===== config.mk =====
export PLATFORM = sky130hd
export DESIGN_NAME = edge_event_arbiter
export DESIGN_NICKNAME = d
export VERILOG_FILES = /design/src/rtl/edge_event_arbiter_pkg.sv /design/src/rtl/rr_arbiter.sv /design/src/rtl/edge_event_arbiter.sv
export SDC_FILE = /design/constraint.sdc
export NUM_CORES = 1
export LEC_CHECK = 0
export CORE_MARGIN = 5
export CORE_UTILIZATION = 43
export CTS_BUF_LIST = sky130_fd_sc_hd__clkbuf_8 sky130_fd_sc_hd__clkbuf_16
export CTS_CLUSTER_SIZE = 14
export DETAILED_ROUTE_END_ITERATION = 10
export PLACE_DENSITY = 0.73
export SLEW_MARGIN = 30
export SYNTH_ARGS = -nofsm -noshare
export SYNTH_HDL_FRONTEND = slang
export SYNTH_SLANG_ARGS = --single-unit

===== constraint.sdc =====
create_clock -name clk -period 1.3 [get_ports clk]
set_input_delay 0.195 -clock clk [delete_from_list [all_inputs] [get_ports clk]]
set_output_delay 0.195 -clock clk [all_outputs]
set_load 0.05 [all_outputs]

===== src/rtl/edge_event_arbiter_pkg.sv =====
`default_nettype none
// ============================================================================
// Module   : edge_pkg
// Brief    : Shared constants for the edge-event arbiter slice.
// Revision : 1.0
// ============================================================================
package edge_pkg;

    localparam int EDGE_RISE = 0;
    localparam int EDGE_FALL = 1;
    localparam int EDGE_BOTH = 2;

    localparam logic [0:0] ST_IDLE    = 1'b0;
    localparam logic [0:0] ST_PRESENT = 1'b1;

endpackage
`default_nettype wire


===== src/rtl/rr_arbiter.sv =====
`default_nettype none
// ============================================================================
// Module   : rr_arbiter
// Brief    : Combinational round-robin grant, searching from last+1 with wrap.
// Revision : 1.0
// ============================================================================
module rr_arbiter #(
    parameter int N = 4
) (
    input  logic [N-1:0]         req,
    input  logic [$clog2(N)-1:0] last,
    output logic [$clog2(N)-1:0] gnt_id,
    output logic                 gnt_any
);

    localparam int IW = $clog2(N);

    logic [IW-1:0] idx;

    // Walk from the farthest candidate to the nearest so the nearest hit is the final assignment.
    always_comb begin
        gnt_id  = '0;
        gnt_any = 1'b0;
        idx     = '0;
        for (int k = N; k >= 1; k--) begin
            idx = IW'((int'(last) + k) % N);
            if (req[idx]) begin
                gnt_id  = idx;
                gnt_any = 1'b1;
            end
        end
    end

endmodule
`default_nettype wire


===== src/rtl/edge_event_arbiter.sv =====
`default_nettype none
// ============================================================================
// Module   : edge_event_arbiter
// Brief    : Per-channel edge capture into pending events, serialised by RR.
// Revision : 1.0
// ============================================================================
module edge_event_arbiter
    import edge_pkg::*;
#(
    parameter int N         = 4,
    parameter int EDGE_MODE = EDGE_RISE
) (
    input  logic                 clk,
    input  logic                 rst,
    input  logic [N-1:0]         x,
    input  logic [N-1:0]         en,
    input  logic                 evt_ready,
    input  logic                 clr_ovf,
    output logic                 evt_valid,
    output logic [$clog2(N)-1:0] evt_id,
    output logic [N-1:0]         evt_ovf
);

    localparam int IW = $clog2(N);

    logic [N-1:0]  x_q, x_d;
    logic          armed_q, armed_d;
    logic [N-1:0]  pending_q, pending_d;
    logic [N-1:0]  ovf_q, ovf_d;
    logic [0:0]    state_q, state_d;
    logic          evt_valid_q, evt_valid_d;
    logic [IW-1:0] evt_id_q, evt_id_d;
    logic [IW-1:0] last_q, last_d;

    logic [N-1:0]  edge_det;
    logic [N-1:0]  edge_qual;
    logic [N-1:0]  presenting;
    logic [N-1:0]  hs_clr;
    logic [IW-1:0] gnt_id;
    logic          gnt_any;

    if (EDGE_MODE == EDGE_RISE) begin : g_rise
        assign edge_det = x & ~x_q;
    end else if (EDGE_MODE == EDGE_FALL) begin : g_fall
        assign edge_det = ~x & x_q;
    end else begin : g_both
        assign edge_det = x ^ x_q;
    end

    rr_arbiter #(.N(N)) u_rr (
        .req     (pending_q),
        .last    (last_q),
        .gnt_id  (gnt_id),
        .gnt_any (gnt_any)
    );

    // Pending and overflow bookkeeping; a fresh edge always beats a clearing handshake.
    always_comb begin
        x_d       = x;
        armed_d   = 1'b1;
        edge_qual = edge_det & en & {N{armed_q}};
        pending_d = pending_q;
        for (int i = 0; i < N; i++) begin
            presenting[i] = evt_valid_q && (evt_id_q == IW'(i));
            hs_clr[i]     = presenting[i] && evt_ready;
            if (edge_qual[i]) begin
                pending_d[i] = 1'b1;
            end else if (hs_clr[i] || (!en[i] && !presenting[i])) begin
                pending_d[i] = 1'b0;
            end
        end
        ovf_d = (ovf_q & ~{N{clr_ovf}}) | (edge_qual & pending_q & ~hs_clr);
    end

    always_comb begin
        state_d     = state_q;
        evt_valid_d = evt_valid_q;
        evt_id_d    = evt_id_q;
        last_d      = last_q;
        case (state_q)
            ST_IDLE: begin
                if (gnt_any) begin
                    evt_id_d    = gnt_id;
                    evt_valid_d = 1'b1;
                    state_d     = ST_PRESENT;
                end
            end
            ST_PRESENT: begin
                if (evt_ready) begin
                    last_d      = evt_id_q;
                    evt_valid_d = 1'b0;
                    state_d     = ST_IDLE;
                end
            end
            default: begin
                evt_valid_d = 1'b0;
                state_d     = ST_IDLE;
            end
        endcase
    end

    always_ff @(posedge clk) begin
        if (rst) begin
            x_q         <= '0;
            armed_q     <= 1'b0;
            pending_q   <= '0;
            ovf_q       <= '0;
            state_q     <= ST_IDLE;
            evt_valid_q <= 1'b0;
            evt_id_q    <= '0;
            last_q      <= IW'(N - 1);
        end else begin
            x_q         <= x_d;
            armed_q     <= armed_d;
            pending_q   <= pending_d;
            ovf_q       <= ovf_d;
            state_q     <= state_d;
            evt_valid_q <= evt_valid_d;
            evt_id_q    <= evt_id_d;
            last_q      <= last_d;
        end
    end

    assign evt_valid = evt_valid_q;
    assign evt_id    = evt_id_q;
    assign evt_ovf   = ovf_q;

endmodule
`default_nettype wire


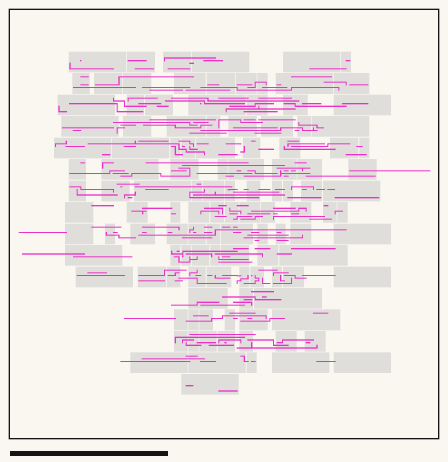
Figure 1: the metal 1 layer.
Scale bar: 20 um. Cells faint in the background.
The wires run mostly horizontal. The layer holds 42% of the routed length. The longest straight run is 16.6 um. 119 nets have wire on it. The layer carries 913 um of wire.
via count: 800
Post-Route WL: 2180 um
met1 GRT Util: 0.202

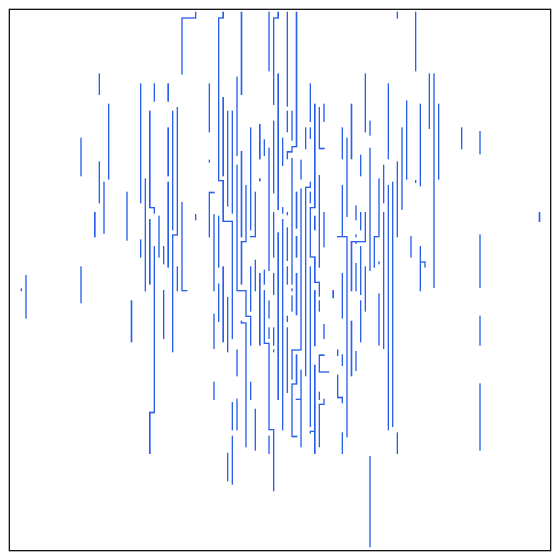
Figure 2: signal wires on met2.
The longest straight run is 24.5 um. The layer carries 1070 um of wire.

-- flip-flops by register name, summed over array words and instances (netlist names) --
name	cells
evt_id	2
last_q	2
evt_valid	1
armed_q	1
evt_ovf	4
pending_q	4
x_q	4
state_q	1
-- cells in the mapped netlist, types with 4 or more instances --
cell type and number:
a21oi_1 5, and4b_1 4, dfxtp_1 19, inv_1 4, nand2_1 7, nand2b_1 4, nand3_1 7, nor2_1 12
nor2b_1 4
-- power by group through the flow --
stage	clock [W]	sequential (W)	combinational [W]
floorplan	0	0.000670	0.000102
global placement	0	0.000646	0.000225
detailed placement	0	0.000649	0.000229
CTS	0.000411	0.000636	0.000231
global route	0.000441	0.000641	0.000249
finish	0.000410	0.000637	0.000233
-- cell type report --
cell class,instances,area share
multi-input cells,66,0.341
flip-flops and latches,19,0.321
repair buffers,27,0.260
clock buffers,3,0.0338
well taps,27,0.0277
inverters,4,0.0123
clock inverters,1,0.00410
-- worst min-delay path by stage --
stage / startpoint / end / slack [ns]
after floorplan: rst / x_q[0] / 0.27
after global placement: last_q[0] / last_q[0] / 0.46
after detailed placement: last_q[0] / last_q[0] / 0.49
after CTS: last_q[0] / last_q[0] / 0.50
after global routing: x[3] / x_q[3] / 0.52
final: last_q[0] / last_q[0] / 0.50
-- critical path: stages --
cell and delay, ns:
clkdlybuf4s50_1 0.54, inv_1 0.12, mux2_1 0.30, a21oi_1 0.16, nor2_1 0.06
-- cells by family (layout without fill, tap and decap cells) --
group / Yosys count / after routing / synth area share
AND-OR/OR-AND: 17 / 17 / 0.137
buffers and inverters: 9 / 35 / 0.0641
flip-flops: 19 / 19 / 0.453
multiplexers: 4 / 4 / 0.0522
AND/OR/NAND/NOR: 45 / 45 / 0.294
-- per-stage QoR --
stage	TNS (ns)	utilization	worst slack, ns	hold slack [ns]	total power (W)
after floorplan	-0.0489	-	-0.0489	0.267	0.000772
after global placement	-0.290	0.614	-0.0837	0.465	0.000871
after detailed placement	-0.468	0.614	-0.142	0.490	0.000879
after CTS	0	0.639	0.0465	0.502	0.00128
after global routing	0	0.642	0.0202	0.518	0.00133
final	0	0.642	0.0750	0.498	0.00128
-- routing by layer --
metal | wire length [um] | share of wire | global-route usage | vias to the layer above
li1 | - | - | - | 389
met1 | 912 | 0.42 | 0.202 | 366
met2 | 1070 | 0.49 | 0.287 | 37
met3 | 128 | 0.059 | 0.0332 | 8
met4 | 71 | 0.033 | 0.0705 | 0
met5 | 0 | 0 | 0 | -
==> CHANGELOG.md <==
## Implementation

- Worst path required time: 1.45 ns
- Hold Path Stages: 2
- Setup crit end kind: register
- Status: completed
- NetSw: 0.000336 W
- Post-synthesis sequential area ratio: 0.453
- Final hold violation count: 0
- Cells after Synth: between 90 and 100
- Core Box Area: approximately 1900 sq um
- Floorplan net count: 106
- Synth flops: 19
- Yosys warning count: 0
- Post-CTS Setup Inserts: 0
- IO Pins: 19
- Cell Type Count: 31
- Number of diodes: 0
- Worst setup startpoint: evt_ready
- Yosys stat area: 840 sq um
- Initial antenna violation count: 0
- R2r startpoint: evt_valid
- Filler-free cell count of the finished design: 147
- Placer congestion estimate: about 0.84
- GRT overflow: 0
- F_max: 0.816 GHz
- Latency at later pin: 0.26 ns
- Setup Viol. Count Final: 0
- Post-CTS Resized: 0
- Top cell type by total area after synthesis: dfxtp_1
- Logic area: 417 sq um
- CTS H-tree depth: 1
- CP Launch Type: primary input
Power figures rest on the tool's default switching activity, not on a simulated workload.
